$ cat src/rtl/regfile_bist.sv
// March-style built-in self test for a 16x16 register file: two write/read sweeps
// with complementary nibble patterns, stopping at the first mismatching register.
module regfile_bist #(
    parameter bit SKIP_R0 = 1'b0
) (
    input  logic        clk,
    input  logic        reset,
    input  logic        start,
    output logic        busy,
    output logic        done,
    output logic        pass,
    output logic [3:0]  fail_addr,
    output logic        writeEn,
    output logic [15:0] writeData,
    output logic [3:0]  dstAddr,
    output logic [3:0]  srcAddr,
    input  logic [15:0] readData1,
    input  logic [15:0] readData2
);

    localparam logic [1:0] IDLE  = 2'd0;
    localparam logic [1:0] WRITE = 2'd1;
    localparam logic [1:0] READ  = 2'd2;
    localparam logic [1:0] DONE  = 2'd3;

    localparam logic [3:0] FIRST_ADDR = SKIP_R0 ? 4'd1 : 4'd0;

    logic [1:0]  state;
    logic        passIdx;
    logic [3:0]  addrCnt;
    logic        passReg;
    logic [3:0]  failAddrReg;

    logic [3:0]  srcIdx;
    logic [15:0] expect1;
    logic [15:0] expect2;
    logic        mismatch1;
    logic        mismatch2;
    logic        lastAddr;

    function automatic logic [15:0] pattern(input logic [3:0] a, input logic inv);
        logic [15:0] base;
        base = {a, ~a, a, ~a};
        return inv ? ~base : base;
    endfunction

    // The second read port walks the array from the top so both ports see different cells.
    always_comb begin
        srcIdx    = ~addrCnt;
        lastAddr  = (addrCnt == 4'd15);
        expect1   = pattern(addrCnt, passIdx);
        expect2   = (SKIP_R0 && (srcIdx == 4'd0)) ? 16'h0000 : pattern(srcIdx, passIdx);
        mismatch1 = (readData1 != expect1);
        mismatch2 = (readData2 != expect2);
    end

    always_comb begin
        writeEn   = (state == WRITE);
        writeData = (state == WRITE) ? expect1 : 16'h0000;
        dstAddr   = ((state == WRITE) || (state == READ)) ? addrCnt : 4'd0;
        srcAddr   = (state == READ) ? srcIdx : 4'd0;
        busy      = (state != IDLE);
        done      = (state == DONE);
        pass      = passReg;
        fail_addr = failAddrReg;
    end

    always_ff @(posedge clk) begin
        if (reset) begin
            state       <= IDLE;
            passIdx     <= 1'b0;
            addrCnt     <= 4'd0;
            passReg     <= 1'b0;
            failAddrReg <= 4'd0;
        end else begin
            case (state)
                IDLE: begin
                    if (start) begin
                        passReg     <= 1'b0;
                        failAddrReg <= 4'd0;
                        passIdx     <= 1'b0;
                        addrCnt     <= FIRST_ADDR;
                        state       <= WRITE;
                    end
                end
                WRITE: begin
                    if (lastAddr) begin
                        addrCnt <= FIRST_ADDR;
                        state   <= READ;
                    end else begin
                        addrCnt <= addrCnt + 4'd1;
                    end
                end
                READ: begin
                    // A port-1 miss wins so the reported address is the one being swept upward.
                    if (mismatch1) begin
                        passReg     <= 1'b0;
                        failAddrReg <= addrCnt;
                        state       <= DONE;
                    end else if (mismatch2) begin
                        passReg     <= 1'b0;
                        failAddrReg <= srcIdx;
                        state       <= DONE;
                    end else if (lastAddr) begin
                        addrCnt <= FIRST_ADDR;
                        if (passIdx) begin
                            passReg <= 1'b1;
                            state   <= DONE;
                        end else begin
                            passIdx <= 1'b1;
                            state   <= WRITE;
                        end
                    end else begin
                        addrCnt <= addrCnt + 4'd1;
                    end
                end
                DONE: begin
                    passIdx <= 1'b0;
                    addrCnt <= 4'd0;
                    state   <= IDLE;
                end
                default: begin
                    state <= IDLE;
                end
            endcase
        end
    end

endmodule

$ cat config.mk
export PLATFORM = sky130hd
export DESIGN_NAME = regfile_bist
export DESIGN_NICKNAME = d
export VERILOG_FILES = /design/src/rtl/regfile_bist.sv
export SDC_FILE = /design/constraint.sdc
export NUM_CORES = 1
export LEC_CHECK = 0
export CAP_MARGIN = 10
export CORE_MARGIN = 2
export CORE_UTILIZATION = 25
export CTS_CLUSTER_DIAMETER = 30
export DETAILED_ROUTE_END_ITERATION = 16
export PLACE_DENSITY_LB_ADDON = 0.05
export SETUP_SLACK_MARGIN = 0.3
export SYNTH_ARGS = -nofsm -noshare
export SYNTH_HDL_FRONTEND = slang
export SYNTH_SLANG_ARGS = --single-unit
$ cat constraint.sdc
create_clock -name clk -period 5.2 [get_ports clk]
set_input_delay 0.78 -clock clk [delete_from_list [all_inputs] [get_ports clk]]
set_output_delay 0.78 -clock clk [all_outputs]
set_load 0.01 [all_outputs]
### Where the registers sit

Other sequential cells in the stronger gray, the rest of the logic in the fainter gray.
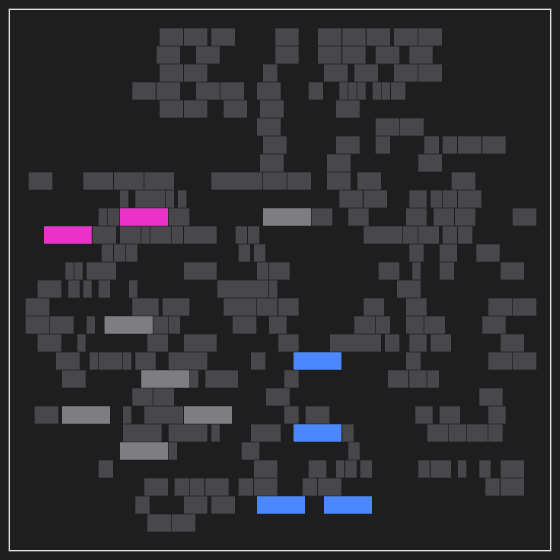
addrCnt: drawn in blue, sequential cells 4, where bottom middle. state: drawn in magenta, sequential cells 2.
Another 6 sequential cells are not colored.

### Gate-type map

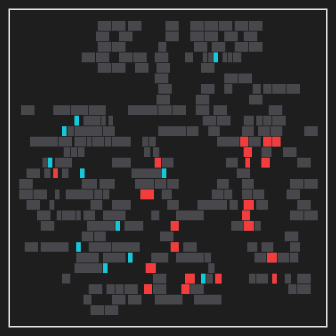
inverters: drawn in cyan, cells 11. NAND gates: drawn in red, cells 21.

### Met1 routing

Supply wires on this layer in gray.
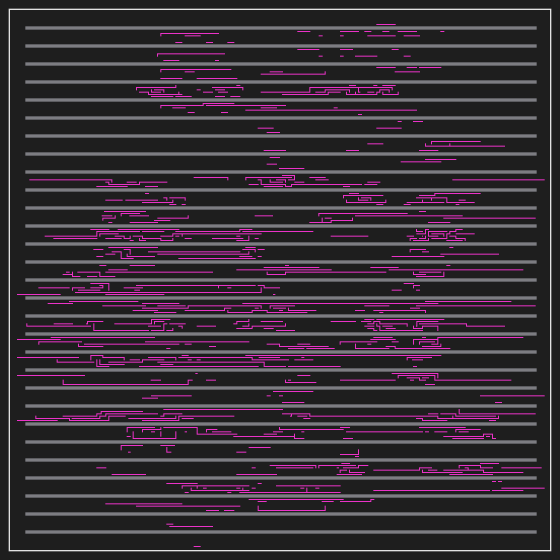
The layer holds 50% of the routed length. The longest straight run is 29.4 um.
drt total wl: 4380 um
GR Util met1: 19.0%
routed vias: 1,469

==> impl_metrics.toml <==
# physical design summary
[synth]
edf_count = 0
ys_area_um2 = 1510
top_area_cell = "dfxtp_1"
synth_cell_type_count = 50
ys.flop_type = "dfxtp_1"
syn_nets = 221

[floorplan]
fp_util_pct = 25.6
n_tap_cell = 75
row_count = 28
io_pins = 67
die_w_um = 81.6
fp.dieH_um = 81.6
core_um2 = 5890

[cts]
clkTransAtPathRegs_ps = 60
clock_latency_ps = 240
cts_tree = "done"
clock_tree.root_cell = "clkbuf_8"
cts_buffer_depth = 2
cts_hold_buf = 0

[pwr]
power_uw = 682
clkPwrFrac_pct = 15.8
seqPwrFrac_pct = 20.4
sw_frac_of_total_pct = 41.9
power_density_nw_per_um2 = 309
maxPowerGroup = "combinational cells"
intPower_uw = 396
comb_power_share_pct = 63.8
pg_clk_uw = 108
powerSeq_uw = 139

[route]
wl_met2_um = 1970
wire_per_inst_um = 14.3
drc_errors = 0
ant_nets = 0
first_pass_iters = 4
dr.max_layer_used = "met4"
wl_met1_um = 2190
viasPerCell = 4.79
initialDrtViolationCount = 49

[final_timing]
slew_headroom_pct = 53.9
whs_ps = 499
fin_crit_sh_pct = 55.2
skew_ps = 2.72
worstMarginPinSlew_ps = 689
max_freq_mhz = 349
setup_tns_ps = 0
worst_slack_ps = 2330
hold_viol = 0

[critical_path]
cp.required_ps = 4420
ff2ff_path_depth = 6
crit_buf_inv = 1
r2r_slack_ps = 2540
r2r-start = "addrCnt[1]"
arrival_ps = 2090
crit_family = "flip-flops"
timing.rr.end = "fail_addr[3]"
critical_path.max_stage_delay_ps = 720
cp_slowest_cell = "dfxtp_1"

[finish]
n_fill_cell = 603
dominant_cells = "multi-input combinational cells"
fin_util_pct = 37.5
comb_area_share_pct = 50.5
inv_count = 11
instances_no_fill = 307
stdcell_area_um2 = 2210
buffers = 66
n_clock_buffer = 4
nMultiInputCombCells = 139
final_nets = 274
logic_area_um2 = 1110

[hold_path]
holdCritPathClass = "flop to flop"
hold_start = "fail_addr[0]"

[global_routing]
antenna_found_initial = 0
grt_start_max_net_pins = 20
grt_usage_pct = 12.9
grt_pass1_wl_um = 6730

[outcome]
status = "finished clean"

[placement]
placed_area_um2 = 2150
==> layer usage <==
metal	GRT usage, %	up-vias
li1	-	756
met1	19.0	680
met2	19.7	31
met3	1.76	2
met4	3.00	0
met5	0	-
==> kinds of logic (layout without fill, tap and decap cells) <==
logic type	Yosys count	after routing	share of synthesized area, %
AOI/OAI and AO/OA	33	33	18.5
xor gates and xnor gates	13	13	8.06
adders and majority gates	6	6	4.99
buffers and inverters	29	81	9.97
DFF	12	12	16.0
muxes	8	8	5.32
and+or+nand+nor	79	79	37.2
==> state kept, by name, summed over array words and instances, names as in the netlist <==
| name | flops |
|---|---|
| fail_addr | 4 |
| state | 2 |
| passIdx | 1 |
| pass | 1 |
| addrCnt | 4 |
